--- src/rtl/mbist_march_ctrl.sv ---
// March C- MBIST controller driving the BIST side of the memory mux, with read-compare pass/fail.
// Optional macro MBIST_DIAG_EN adds first-failure address/data capture and a mismatch counter.
module mbist_march_ctrl #(
  parameter int unsigned WIDTH      = 8,
  parameter int unsigned ADDR_WIDTH = 4
) (
  input  logic                  clk,
  input  logic                  rst_n,
  input  logic                  start,
  output logic                  NbarT,
  output logic [ADDR_WIDTH-1:0] bist_addr,
  output logic [WIDTH-1:0]      bist_data,
  output logic                  bist_we,
  output logic                  bist_cs,
  input  logic [WIDTH-1:0]      mem_q,
  output logic                  busy,
  output logic                  done,
  output logic                  fail
`ifdef MBIST_DIAG_EN
  ,
  output logic [ADDR_WIDTH-1:0] fail_addr,
  output logic [WIDTH-1:0]      fail_data,
  output logic [15:0]           fail_count
`endif
);

  typedef enum logic [3:0] {
    StIdle, StM0, StM1, StM2, StM3, StM4, StM5, StDrain, StDone
  } state_e;

  localparam logic [ADDR_WIDTH-1:0] AddrLast = {ADDR_WIDTH{1'b1}};
  localparam logic [WIDTH-1:0]      Ones     = {WIDTH{1'b1}};

  state_e                  state_q, state_d;
  logic [ADDR_WIDTH-1:0]   addr_q, addr_d;
  logic                    phase_q, phase_d;  // 0 = read half, 1 = write half of a two-op element

  logic                    start_ok;
  logic                    is_down, at_end;
  logic [ADDR_WIDTH-1:0]   addr_step;

  logic                    op_cs, op_we, op_act, op_done;
  logic [WIDTH-1:0]        op_data;

  logic                    rd_valid_q;
  logic [WIDTH-1:0]        rd_exp_q;
  logic                    mismatch;

  assign start_ok  = start && !busy && (state_q == StIdle || state_q == StDone);
  assign is_down   = (state_q == StM3) || (state_q == StM4);
  assign at_end    = is_down ? (addr_q == '0) : (addr_q == AddrLast);
  assign addr_step = is_down ? addr_q - 1'b1 : addr_q + 1'b1;
  assign mismatch  = rd_valid_q && (mem_q != rd_exp_q);

  always_comb begin
    state_d = state_q;
    addr_d  = addr_q;
    phase_d = phase_q;
    case (state_q)
      StIdle, StDone: begin
        if (start_ok) begin
          state_d = StM0;
          addr_d  = '0;
          phase_d = 1'b0;
        end
      end
      StM0, StM5: begin
        if (at_end) begin
          state_d = (state_q == StM0) ? StM1 : StDrain;
          addr_d  = '0;
        end else begin
          addr_d = addr_step;
        end
      end
      StM1, StM2, StM3, StM4: begin
        phase_d = !phase_q;
        if (phase_q) begin
          if (at_end) begin
            unique case (state_q)
              StM1:    begin state_d = StM2; addr_d = '0;       end
              StM2:    begin state_d = StM3; addr_d = AddrLast; end
              StM3:    begin state_d = StM4; addr_d = AddrLast; end
              default: begin state_d = StM5; addr_d = '0;       end
            endcase
          end else begin
            addr_d = addr_step;
          end
        end
      end
      StDrain: state_d = StDone;
      default: state_d = StIdle;
    endcase
  end

  // Operation decode; registered into the outputs so every BIST signal is glitch-free.
  always_comb begin
    op_cs   = 1'b0;
    op_we   = 1'b0;
    op_data = '0;
    op_done = 1'b0;
    case (state_q)
      StM0: begin
        op_cs = 1'b1;
        op_we = 1'b1;
      end
      StM1, StM3: begin
        op_cs   = 1'b1;
        op_we   = phase_q;
        op_data = phase_q ? Ones : '0;
      end
      StM2, StM4: begin
        op_cs   = 1'b1;
        op_we   = phase_q;
        op_data = phase_q ? '0 : Ones;
      end
      StM5:    op_cs = 1'b1;
      StDone:  op_done = 1'b1;
      default: ;
    endcase
    op_act = op_cs || (state_q == StDrain);
  end

  always_ff @(posedge clk) begin
    if (!rst_n) begin
      state_q    <= StIdle;
      addr_q     <= '0;
      phase_q    <= 1'b0;
      NbarT      <= 1'b0;
      bist_addr  <= '0;
      bist_data  <= '0;
      bist_we    <= 1'b0;
      bist_cs    <= 1'b0;
      busy       <= 1'b0;
      done       <= 1'b0;
      fail       <= 1'b0;
      rd_valid_q <= 1'b0;
      rd_exp_q   <= '0;
    end else begin
      state_q    <= state_d;
      addr_q     <= addr_d;
      phase_q    <= phase_d;
      NbarT      <= op_act;
      bist_addr  <= op_cs ? addr_q : '0;
      bist_data  <= op_data;
      bist_we    <= op_we;
      bist_cs    <= op_cs;
      busy       <= op_act;
      done       <= op_done && !start_ok;
      // Read on the bus now; its data returns next cycle and is checked then.
      rd_valid_q <= bist_cs && !bist_we;
      rd_exp_q   <= bist_data;
      if (start_ok)      fail <= 1'b0;
      else if (mismatch) fail <= 1'b1;
    end
  end

`ifdef MBIST_DIAG_EN
  logic [ADDR_WIDTH-1:0] rd_addr_q;

  always_ff @(posedge clk) begin
    if (!rst_n) begin
      rd_addr_q  <= '0;
      fail_addr  <= '0;
      fail_data  <= '0;
      fail_count <= '0;
    end else begin
      rd_addr_q <= bist_addr;
      if (start_ok) begin
        fail_addr  <= '0;
        fail_data  <= '0;
        fail_count <= '0;
      end else if (mismatch) begin
        if (!fail) begin
          fail_addr <= rd_addr_q;
          fail_data <= mem_q;
        end
        if (fail_count != 16'hFFFF) fail_count <= fail_count + 16'd1;
      end
    end
  end
`endif

endmodule

--- config.mk ---
export PLATFORM = sky130hd
export DESIGN_NAME = mbist_march_ctrl
export DESIGN_NICKNAME = d
export VERILOG_FILES = /design/src/rtl/mbist_march_ctrl.sv
export SDC_FILE = /design/constraint.sdc
export NUM_CORES = 1
export LEC_CHECK = 0
export CAP_MARGIN = 25
export CORE_MARGIN = 10
export CORE_UTILIZATION = 30
export CTS_CLUSTER_SIZE = 12
export DETAILED_ROUTE_END_ITERATION = 8
export GPL_TIMING_DRIVEN = 0
export PLACE_DENSITY = 0.65
export SYNTH_ARGS = -nofsm -noshare
export SYNTH_HDL_FRONTEND = slang
export SYNTH_SLANG_ARGS = --single-unit
--- constraint.sdc ---
create_clock -name clk -period 2.55 [get_ports clk]
set_input_delay 0.255 -clock clk [delete_from_list [all_inputs] [get_ports clk]]
set_output_delay 0.255 -clock clk [all_outputs]
set_load 0.1 [all_outputs]
==> flow_summary.yaml, run 1 <==
# physical design summary
place:
  gp_congestion: 0.740
  placed_area_mm2: 0.00151
  place_inst: 213
  io_buffers: 28
hold_path:
  hold_class: "reg2reg"
  worst_hold_startpoint: "bist_we$_SDFF_PN0_"
  holdPathEnd: "rd_valid_q$_SDFF_PN0_"
  hold_depth: 1
synthesis:
  synthDistinctLibCells: 41
  top_cell_area_share_pct: 36.1
  synthArstFlopShare_pct: 0
  compound_area_share_pct: 13.4
  synth-main-ff-cell: "dfxtp_1"
  yosys_area_mm2: 0.00117
  yosys_cells: 137
  ys.flops: 21
  top_area_cell: "dfxtp_1"
  edf_count: 0
  yosysWarningCount: 0
  avgSynthCellArea_um2: 8.51
  ys_sh_simple_pct: 31.3
  mux_share_pct: 3.86
  xor_share_pct: 3.00
  syn_nets: 151
cts:
  clock-sinks: 21
  cts_resized: 0
  htreeDepth: 1
  cts_tree: "yes"
timing:
  drv_slew: 0
  timing.final.crit_share_pct: 90.9
  hold_viol: 0
  fmaxAchievable_mhz: 432
  slew_headroom_pct: 34.4
  worst_pin_slew_ps: 982
  finClkSkew_ps: 7.77
  holdWs_ps: 429
  setup_viol: 0
  layout_min_cycle_time_ps: 2320
  setup_ws_ps: 233
  final.setup.tns_ps: 0
finish:
  nFillCells: 377
  nNetsFinal: 184
  final_layout_top_logic_cell: "clkdlybuf4s50_1"
  fin_cells: 217
  syn_to_final_growth_pct: 33.2
  layout.nonclk_buf_share_pct: 23.4
  seq_cells: 21
  clkbuf_count: 3
  largest_registers: "addr_q: 4 flops, bist_addr: 4 flops, state_q: 4 flops"
  finish.instance_area_mm2: 0.00155
  flop_area_um2: 420
  layout-drive-gt1-share_pct: 16.0
  antennaDiodeCount: 0
  comb-cell-share_pct: 41.7
route:
  wl_met1_mm: 1.16
  wl_per_cell_um: 12.6
  dr.max_layer_used: "met4"
  wl_met3_um: 193
  ant_nets: 0
  drt-pass1-iter-count: 4
  wl_met2_mm: 1.36
  route.detailed.drc: 0
  avgViaCountPerCell: 4.81
die:
  chip_area_mm2: 0.00678
  dieHeight_um: 82.3
  core_mm2: 0.00372
  num_rows: 22
  fp_util_pct: 31.4
  dieWidth_um: 82.3
worst_setup_path:
  crit_family: "AND-OR/OR-AND gates"
  end_kind: "flop"
  endpoint: "addr_q[3]$_SDFFE_PN0P_"
  r2r_start: "state_q[3]$_SDFFE_PN0P_"
  cp_num_buf_inv: 1
  r2r-end: "addr_q[3]$_SDFFE_PN0P_"
  r2r_cells: 8
  slowest_delay_ps: 400
  cp_cell_sequence: "buf_2 -> nor3b_2 -> ha_1 -> a21o_1 -> a21oi_1 -> xor2_1 -> mux2_2 -> o21ai_0"
power_and_ir_drop:
  power_sequential_w: 0.000457
  power_switching_w: 0.000793
  power_density_mw_per_mm2: 1020
  ir_drop_uv: 442
  seqPwrFrac_pct: 28.8
  top_power_group: "combinational cells"
  p_int_w: 0.000795
global_route:
  antenna_found_initial: 0
  grt_overflow_total: 0
  grtUsageTotal_pct: 8.44
  grt.met1_usage_pct: 9.45
  busiest_layer: "met2"
flow_run:
  warnings: 26
  maxCapViolations: 0
status:
  outcome: "finished clean"
Fig. 1: run 1, met3 routing
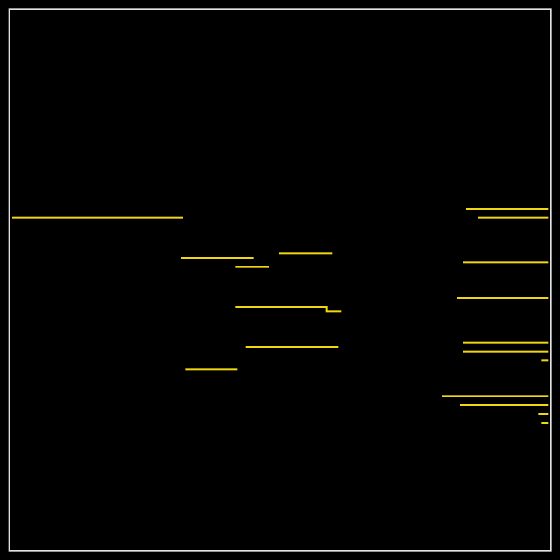
The layer holds 7.1% of the routed length. The longest straight run is 25.8 µm. 15 nets have wire on it. The layer carries 193 µm of wire. The wires run mostly horizontal.
total wire length: 2.74 mm
M3 GR Usage: 2.92%
via count: 1044

Fig. 2: run 1, I/O nets highlighted
The bar under the picture is 20 µm long.
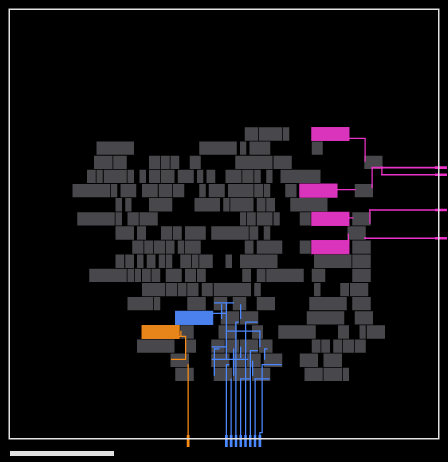
bist_addr: marked magenta, bits 4, direction output, edge east, end cells 4, buffers 4, wire 72.5 µm. bist_data: marked blue, bits 8, direction output, edge south, end cells 1, buffers 15, wire 195 µm. NbarT: marked orange, bits 1, direction output, edge south, end cells 1, buffers 1, wire 23.4 µm.

Fig. 3: run 1, gate families picked out
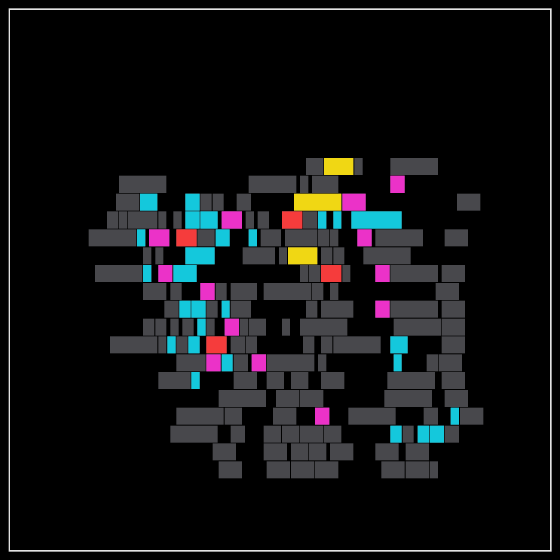
NOR gates: marked cyan, cells 27. adder and majority cells: marked yellow, cells 3. XOR/XNOR gates: marked red, cells 4, where center. AND and OR gates: marked magenta, cells 13, where center.

Fig. 4: run 1, metal 2
The bar under the picture is 20 µm long.
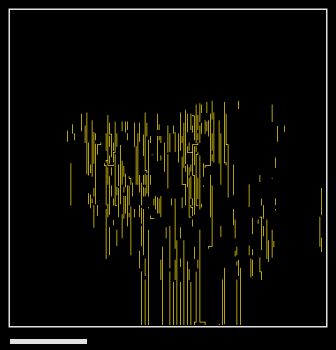

==> run 1 -> run 2 <==
GPL_TIMING_DRIVEN = default   (was 0)
Fig. 5: run 2, metal 2
The bar under the picture is 20 µm long.
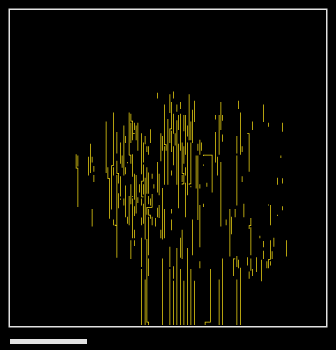
The layer holds 48% of the routed length. The longest straight run is 21.6 µm. The wires run mostly vertical. The layer carries 1210 µm of wire. 138 nets have wire on it.

Fig. 6: run 2, I/O nets highlighted
The bar under the picture is 20 µm long.
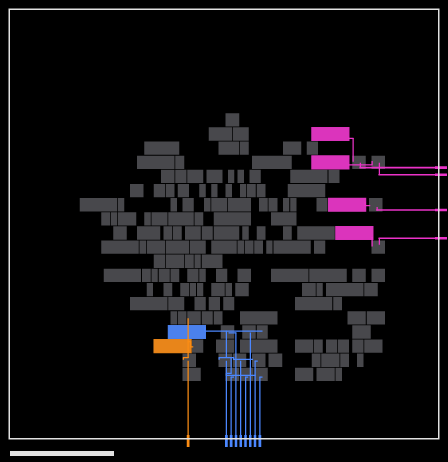
NbarT: marked orange, bits 1, direction output, edge south, end cells 1, buffers 1, wire 25.1 µm. bist_data: marked blue, bits 8, direction output, edge south, end cells 1, buffers 8, wire 154 µm. bist_addr: marked magenta, bits 4, direction output, edge east, end cells 4, buffers 4, wire 66.3 µm.

Fig. 7: run 2, met3 routing
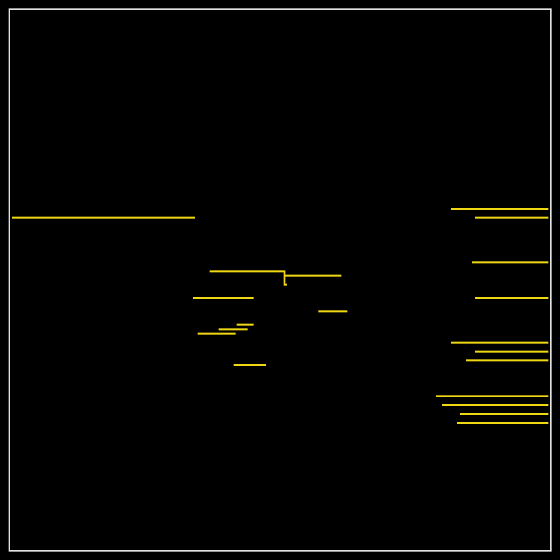
18 nets have wire on it. The layer carries 224 µm of wire. The layer holds 8.9% of the routed length.

==> flow_summary.yaml, run 2 <==
# physical design summary
status:
  outcome: "finished clean"
finish:
  layout-drive-gt1-share_pct: 23.9
  syn_to_final_growth_pct: 24.6
  flop_area_um2: 420
  clkbuf_count: 3
  comb-cell-share_pct: 45.0
  nFillCells: 369
  finish.instance_area_mm2: 0.00145
  largest_registers: "addr_q: 4 flops, bist_addr: 4 flops, state_q: 4 flops"
hold_path:
  holdPathEnd: "rd_valid_q$_SDFF_PN0_"
  worst_hold_startpoint: "bist_we$_SDFF_PN0_"
  hold_class: "reg2reg"
die:
  chip_area_mm2: 0.00678
  dieWidth_um: 82.3
  num_rows: 22
  core_mm2: 0.00372
place:
  placed_area_mm2: 0.00140
  io_buffers: 28
  place_inst: 203
  gp_congestion: 0.856
worst_setup_path:
  cp_num_buf_inv: 0
  crit_family: "flip-flops"
  endpoint: "addr_q[3]$_SDFFE_PN0P_"
  r2r_start: "state_q[2]$_SDFFE_PN0P_"
  r2r_cells: 7
  cp_cell_sequence: "nor3b_4 -> ha_1 -> a21o_1 -> a21oi_1 -> xor2_1 -> mux2_2 -> o21ai_0"
  end_kind: "flop"
  slowest_delay_ps: 570
global_route:
  grtUsageTotal_pct: 7.74
synthesis:
  ys_sh_simple_pct: 31.3
  yosys_cells: 137
  synthDistinctLibCells: 41
  xor_share_pct: 3.00
  ys.flops: 21
  synth-main-ff-cell: "dfxtp_1"
  syn_nets: 151
  avgSynthCellArea_um2: 8.51
  compound_area_share_pct: 13.4
  synthArstFlopShare_pct: 0
  top_cell_area_share_pct: 36.1
  edf_count: 0
  yosys_area_mm2: 0.00117
route:
  wl_met2_mm: 1.21
  wl_met1_mm: 1.07
  avgViaCountPerCell: 4.80
  wl_per_cell_um: 12.2
  drt-pass1-iter-count: 4
  wl_met3_um: 224
  routed_wl_mm: 2.52
  ant_nets: 0
timing:
  hold_viol: 0
  layout_min_cycle_time_ps: 2320
  worst_pin_slew_ps: 524
  final.setup.tns_ps: 0
  timing.final.crit_share_pct: 90.9
  slew_headroom_pct: 65.1
  finClkSkew_ps: 4.32
power_and_ir_drop:
  top_power_group: "combinational cells"
  power_switching_w: 0.000770
  power_sequential_w: 0.000494
  ir_drop_uv: 374
  p_int_w: 0.000762
cts:
  clock-sinks: 21
  cts_tree: "yes"
